### src/rtl/z80_pkg.sv
// Shared Z80 definitions for the stack-push block: operation encodings,
// push-sequence state enumeration and the bus phase used by a write cycle.
package z80_pkg;

    // Operation codes presented on the op input; 3 is reserved and runs as PUSH.
    typedef enum logic [1:0] {
        OP_PUSH = 2'd0,
        OP_CALL = 2'd1,
        OP_RST  = 2'd2,
        OP_RSVD = 2'd3
    } op_t;

    // Push sequence: one full memory write cycle for each stacked byte.
    typedef enum logic [2:0] {
        ST_IDLE = 3'd0,
        ST_H_T1 = 3'd1,
        ST_H_T2 = 3'd2,
        ST_H_T3 = 3'd3,
        ST_L_T1 = 3'd4,
        ST_L_T2 = 3'd5,
        ST_L_T3 = 3'd6
    } state_t;

    // Phase of a single memory write cycle; T2 also covers inserted Tw cycles.
    typedef enum logic [1:0] {
        PH_NONE = 2'd0,
        PH_T1   = 2'd1,
        PH_T2   = 2'd2,
        PH_T3   = 2'd3
    } phase_t;

    // The reserved encoding behaves exactly like PUSH.
    function automatic op_t norm_op(input logic [1:0] op_raw);
        op_t res;
        case (op_raw)
            2'd1:    res = OP_CALL;
            2'd2:    res = OP_RST;
            default: res = OP_PUSH;
        endcase
        return res;
    endfunction

    // RST p jumps to page-zero address p*8.
    function automatic logic [15:0] rst_vector(input logic [2:0] p);
        return {8'h00, 2'b00, p, 3'b000};
    endfunction

endpackage

### src/rtl/z80_mem_wr_cycle.sv
// One Z80 memory write cycle (T1, T2 with optional Tw, T3) as seen on the bus.
// The parent sequencer supplies the current phase; this block drives the bus
// strobes and reports when WAIT must stretch T2. Outputs are zero when idle so
// the high-byte and low-byte instances can simply be OR-ed together.
module z80_mem_wr_cycle
    import z80_pkg::*;
(
    input  logic [1:0]  phase,
    input  logic        wait_n,
    input  logic [15:0] addr,
    input  logic [7:0]  data,
    output logic        mreq,
    output logic        wr,
    output logic [15:0] mem_addr,
    output logic [7:0]  mem_dout,
    output logic        hold
);

    logic active;

    // Bus strobes, gated address/data and the wait-state request for this cycle.
    always_comb begin
        active   = (phase != PH_NONE);
        mreq     = active;
        wr       = (phase == PH_T2) || (phase == PH_T3);
        mem_addr = active ? addr : 16'h0000;
        mem_dout = active ? data : 8'h00;
        hold     = (phase == PH_T2) && !wait_n;
    end

endmodule

### src/rtl/z80_stack_push.sv
// Z80 stack push sequencer for PUSH rr, CALL nn and RST p: writes the high byte
// to sp-1, then the low byte to sp-2, and on completion reports the new stack
// pointer and (for CALL/RST) the new instruction pointer.
// Optional build macro: Z80FI_TRACE_EN adds registered formal-trace outputs.
module z80_stack_push
    import z80_pkg::*;
(
    input  logic        clk,
    input  logic        reset,
    input  logic        start,
    input  logic [1:0]  op,
    input  logic [15:0] push_data,
    input  logic [15:0] target,
    input  logic [2:0]  rst_p,
    input  logic [15:0] sp_in,
    input  logic        wait_n,
    output logic        busy,
    output logic        done,
    output logic [15:0] sp_out,
    output logic [15:0] ip_out,
    output logic        ip_load,
    output logic        mreq,
    output logic        wr,
    output logic [15:0] mem_addr,
    output logic [7:0]  mem_dout
`ifdef Z80FI_TRACE_EN
    ,
    output logic [15:0] z80fi_mem_waddr,
    output logic [15:0] z80fi_mem_waddr2,
    output logic [7:0]  z80fi_mem_wdata,
    output logic [7:0]  z80fi_mem_wdata2,
    output logic [15:0] z80fi_reg_sp_out
`endif
);

    state_t      state_q, state_d;
    op_t         op_q;
    logic [15:0] data_q, target_q, sp_q;
    logic [2:0]  rstp_q;
    logic        done_q, ip_load_q;
    logic [15:0] sp_out_q, ip_out_q;

    logic [1:0]  hi_phase, lo_phase;
    logic        hi_mreq, hi_wr, hi_hold, lo_mreq, lo_wr, lo_hold;
    logic [15:0] hi_addr, lo_addr;
    logic [7:0]  hi_dout, lo_dout;

    logic        accept, finish;

    assign accept = (state_q == ST_IDLE) && start;
    assign finish = (state_q == ST_L_T3);

    // Map the sequencer state onto the phase of the high- or low-byte write.
    always_comb begin
        hi_phase = PH_NONE;
        lo_phase = PH_NONE;
        case (state_q)
            ST_H_T1: hi_phase = PH_T1;
            ST_H_T2: hi_phase = PH_T2;
            ST_H_T3: hi_phase = PH_T3;
            ST_L_T1: lo_phase = PH_T1;
            ST_L_T2: lo_phase = PH_T2;
            ST_L_T3: lo_phase = PH_T3;
            default: ;
        endcase
    end

    z80_mem_wr_cycle u_wr_hi (
        .phase    (hi_phase),
        .wait_n   (wait_n),
        .addr     (sp_q - 16'd1),
        .data     (data_q[15:8]),
        .mreq     (hi_mreq),
        .wr       (hi_wr),
        .mem_addr (hi_addr),
        .mem_dout (hi_dout),
        .hold     (hi_hold)
    );

    z80_mem_wr_cycle u_wr_lo (
        .phase    (lo_phase),
        .wait_n   (wait_n),
        .addr     (sp_q - 16'd2),
        .data     (data_q[7:0]),
        .mreq     (lo_mreq),
        .wr       (lo_wr),
        .mem_addr (lo_addr),
        .mem_dout (lo_dout),
        .hold     (lo_hold)
    );

    // Next state: walk the two write cycles, stretching T2 while WAIT is low.
    always_comb begin
        state_d = state_q;
        case (state_q)
            ST_IDLE: if (start) state_d = ST_H_T1;
            ST_H_T1: state_d = ST_H_T2;
            ST_H_T2: if (!hi_hold) state_d = ST_H_T3;
            ST_H_T3: state_d = ST_L_T1;
            ST_L_T1: state_d = ST_L_T2;
            ST_L_T2: if (!lo_hold) state_d = ST_L_T3;
            ST_L_T3: state_d = ST_IDLE;
            default: state_d = ST_IDLE;
        endcase
    end

    // State register; reset abandons any sequence in flight.
    always_ff @(posedge clk or posedge reset) begin
        if (reset) state_q <= ST_IDLE;
        else       state_q <= state_d;
    end

    // Capture the operands once, so later input changes cannot disturb the push.
    always_ff @(posedge clk or posedge reset) begin
        if (reset) begin
            op_q     <= OP_PUSH;
            data_q   <= 16'h0000;
            target_q <= 16'h0000;
            rstp_q   <= 3'd0;
            sp_q     <= 16'h0000;
        end else if (accept) begin
            op_q     <= norm_op(op);
            data_q   <= push_data;
            target_q <= target;
            rstp_q   <= rst_p;
            sp_q     <= sp_in;
        end
    end

    // Completion results, published in the first idle cycle after the low T3.
    always_ff @(posedge clk or posedge reset) begin
        if (reset) begin
            done_q    <= 1'b0;
            ip_load_q <= 1'b0;
            sp_out_q  <= 16'hFFFF;
            ip_out_q  <= 16'h0000;
        end else begin
            done_q    <= finish;
            ip_load_q <= finish && (op_q != OP_PUSH);
            if (finish) begin
                sp_out_q <= sp_q - 16'd2;
                if (op_q == OP_CALL)     ip_out_q <= target_q;
                else if (op_q == OP_RST) ip_out_q <= rst_vector(rstp_q);
            end
        end
    end

`ifdef Z80FI_TRACE_EN
    // Trace record of both stack writes, valid from the done cycle onwards.
    always_ff @(posedge clk or posedge reset) begin
        if (reset) begin
            z80fi_mem_waddr  <= 16'h0000;
            z80fi_mem_waddr2 <= 16'h0000;
            z80fi_mem_wdata  <= 8'h00;
            z80fi_mem_wdata2 <= 8'h00;
            z80fi_reg_sp_out <= 16'h0000;
        end else if (finish) begin
            z80fi_mem_waddr  <= sp_q - 16'd1;
            z80fi_mem_waddr2 <= sp_q - 16'd2;
            z80fi_mem_wdata  <= data_q[15:8];
            z80fi_mem_wdata2 <= data_q[7:0];
            z80fi_reg_sp_out <= sp_q - 16'd2;
        end
    end
`endif

    assign busy     = (state_q != ST_IDLE);
    assign done     = done_q;
    assign ip_load  = ip_load_q;
    assign sp_out   = sp_out_q;
    assign ip_out   = ip_out_q;
    assign mreq     = hi_mreq | lo_mreq;
    assign wr       = hi_wr | lo_wr;
    assign mem_addr = hi_addr | lo_addr;
    assign mem_dout = hi_dout | lo_dout;

endmodule

### config.mk
export PLATFORM = sky130hd
export DESIGN_NAME = z80_stack_push
export DESIGN_NICKNAME = d
export VERILOG_FILES = /design/src/rtl/z80_pkg.sv /design/src/rtl/z80_mem_wr_cycle.sv /design/src/rtl/z80_stack_push.sv
export SDC_FILE = /design/constraint.sdc
export NUM_CORES = 1
export LEC_CHECK = 0
export ABC_AREA = 1
export CAP_MARGIN = 20
export CORE_MARGIN = 1.5
export CORE_UTILIZATION = 49
export DETAILED_ROUTE_END_ITERATION = 12
export GPL_TIMING_DRIVEN = 0
export PLACE_DENSITY = 0.78
export SLEW_MARGIN = 20
export SYNTH_ARGS = -nofsm -noshare
export SYNTH_HDL_FRONTEND = slang
export SYNTH_SLANG_ARGS = --single-unit
### constraint.sdc
create_clock -name clk -period 3.09 [get_ports clk]
set_input_delay 0.4635 -clock clk [delete_from_list [all_inputs] [get_ports clk]]
set_output_delay 0.4635 -clock clk [all_outputs]
set_load 0.1 [all_outputs]
==> images/power_grid.png <==
Scale bar: 20 µm. Pins as bars on the die edge. Tap cells in grey.
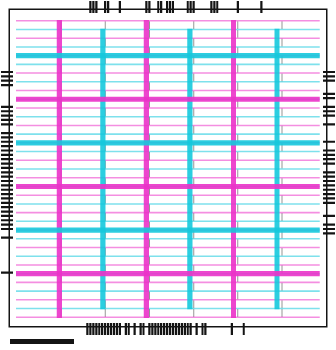
Cyan shows VDD. Magenta shows VSS.
6 straps on met4. 108 tap cells.

==> images/placement_by_type.png <==
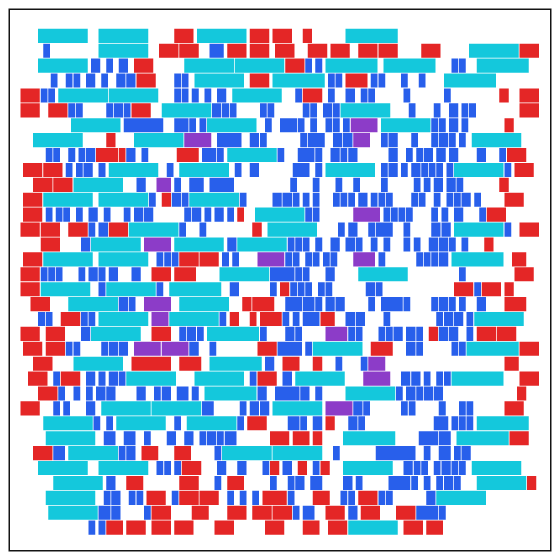
Purple shows clock drivers and dummy loads, cells 16. Cyan shows sequential cells, cells 90. Red shows remaining buffers and delay cells, cells 142. Blue shows combinational and other logic, cells 453.

==> images/clk_routes.png <==
Scale bar: 20 µm.
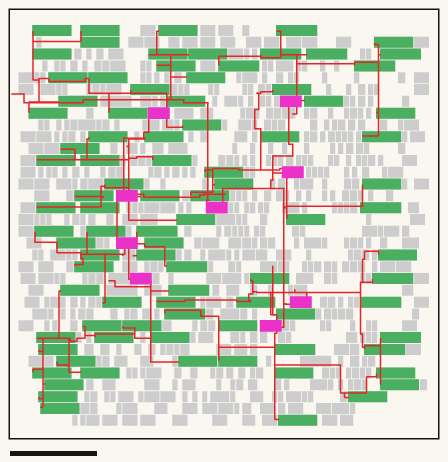
Magenta shows clock drivers, count 9. Red shows clock wires, length 1070 µm. Green shows flip-flops, count 90.
Position of the flops: widely spread.

==> images/wires.png <==
Scale bar: 20 µm. Two of the layers only.
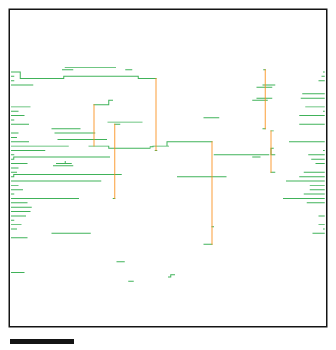
Orange shows metal 4, wire length 122 µm. Green shows metal 3, wire length 615 µm.

==> reports/summary.log <==
qor: outcome.status completed
qor: layout.final-clk-cell-share 0.0326
qor: run.timing.max_cap.violations 0
qor: clock_tree.post_cts.repair.setup_buffers 0
qor: critical_path.worst_setup_path_end_kind output port
qor: run.tool_warnings 28
qor: place.post-place-cells 793
qor: layout.register_fraction_of_the_total_cell_area 0.382
qor: clock_tree.clk_latency 0.36 ns
qor: critical_path.worstPathMaxFanout 10
qor: grt.global_route.peak_usage_layer met2
qor: min_path.min_to sp_out[9]
qor: layout.layout.area.comb 1830 µm²
qor: place.detailedPlacementHpwl 8980 µm
qor: critical_path.crit_slowest_cell sky130_fd_sc_hd__dlygate4sd2_1
qor: critical_path.critical_path_required 2.63 ns
qor: synth.synth.most_common_cell sky130_fd_sc_hd__nand2_1
qor: final_timing.finalWorstSetupSlack 0.129 ns
qor: detailed_routing.dr.first_iter.drc_count 190
qor: floorplan.row_count 34
qor: synth.synth_simple_gate_area_share 0.282
qor: synth.yosys.stat.seqShare 0.508
qor: layout.nClkBuffers 10
qor: min_path.timing.hold.worst.class flop to flop
qor: critical_path.kind_of_launch_point_of_the_worst_setup_path flop
qor: layout.inverters 57
qor: synth.ys_ff 90
qor: grt.grt_start_max_net_pins 48
qor: clock_tree.ctsResizeCount 45
qor: layout.layout-drive-gt1-share 0.110
qor: critical_path.critPathBufInv 2
qor: final_timing.setup-violations-final 0
qor: synth.synth_top_cell_by_area sky130_fd_sc_hd__dfrtp_1
qor: detailed_routing.viasPerCell 5.14
qor: synth.enable_flop_cells 0
qor: synth.largest_non_sequential_cell_family_by_area simple AND/OR/NAND/NOR gates
qor: layout.fill_cell_count 782
qor: clock_tree.clock_sink_count 90
qor: layout.multi_input_gates 396
qor: detailed_routing.drt-wirelength-per-cell 14.8 µm
qor: synth.postSynth.topFlopCell sky130_fd_sc_hd__dfrtp_1
qor: synth.synth_async_sr_flop_share 1.00
qor: grt.gr-usage-met2 0.440
qor: grt.grt.total_usage 0.258
qor: final_timing.whs 0.472 ns
qor: final_timing.maxSlewHeadroom 0.311
qor: detailed_routing.via_count 4156
qor: place.dpl-instance-area 5800 µm²
qor: detailed_routing.met2RoutedLength 5940 µm
qor: clock_tree.tritoncts done
qor: detailed_routing.drc 0
qor: place.dp_worst_setup_slack -0.164 ns
qor: layout.post-route-cell-area 5940 µm²
qor: critical_path.cp_cell_sequence nand2_1 -> nand2_1 -> buf_2 -> o22ai_1 -> dlygate4sd2_1
qor: floorplan.die_w 98.6 µm
qor: synth.synthDominantCellAreaShare 0.414
qor: critical_path.crit_arrival 2.50 ns
qor: floorplan.area_enclosed_by_the_die_boundary 9710 µm²
qor: layout.area.share.combinational 0.307
qor: floorplan.ioPinCount 118
qor: final_timing.fmax 338 MHz
qor: critical_path.crit_path_start state_q[1]
qor: detailed_routing.drt_pre_antenna_iters 4
qor: grt.grt_antenna_before_repair 0
qor: clock_tree.clock_tree.htree_level_count 3
qor: place.numPortBuffers 117
qor: layout.fin_cells 809
qor: detailed_routing.maxUsedRoutingLayer met4
qor: layout.area_delta_synth_final 32.8%
qor: layout.number_of_flip_flops_and_latches 90
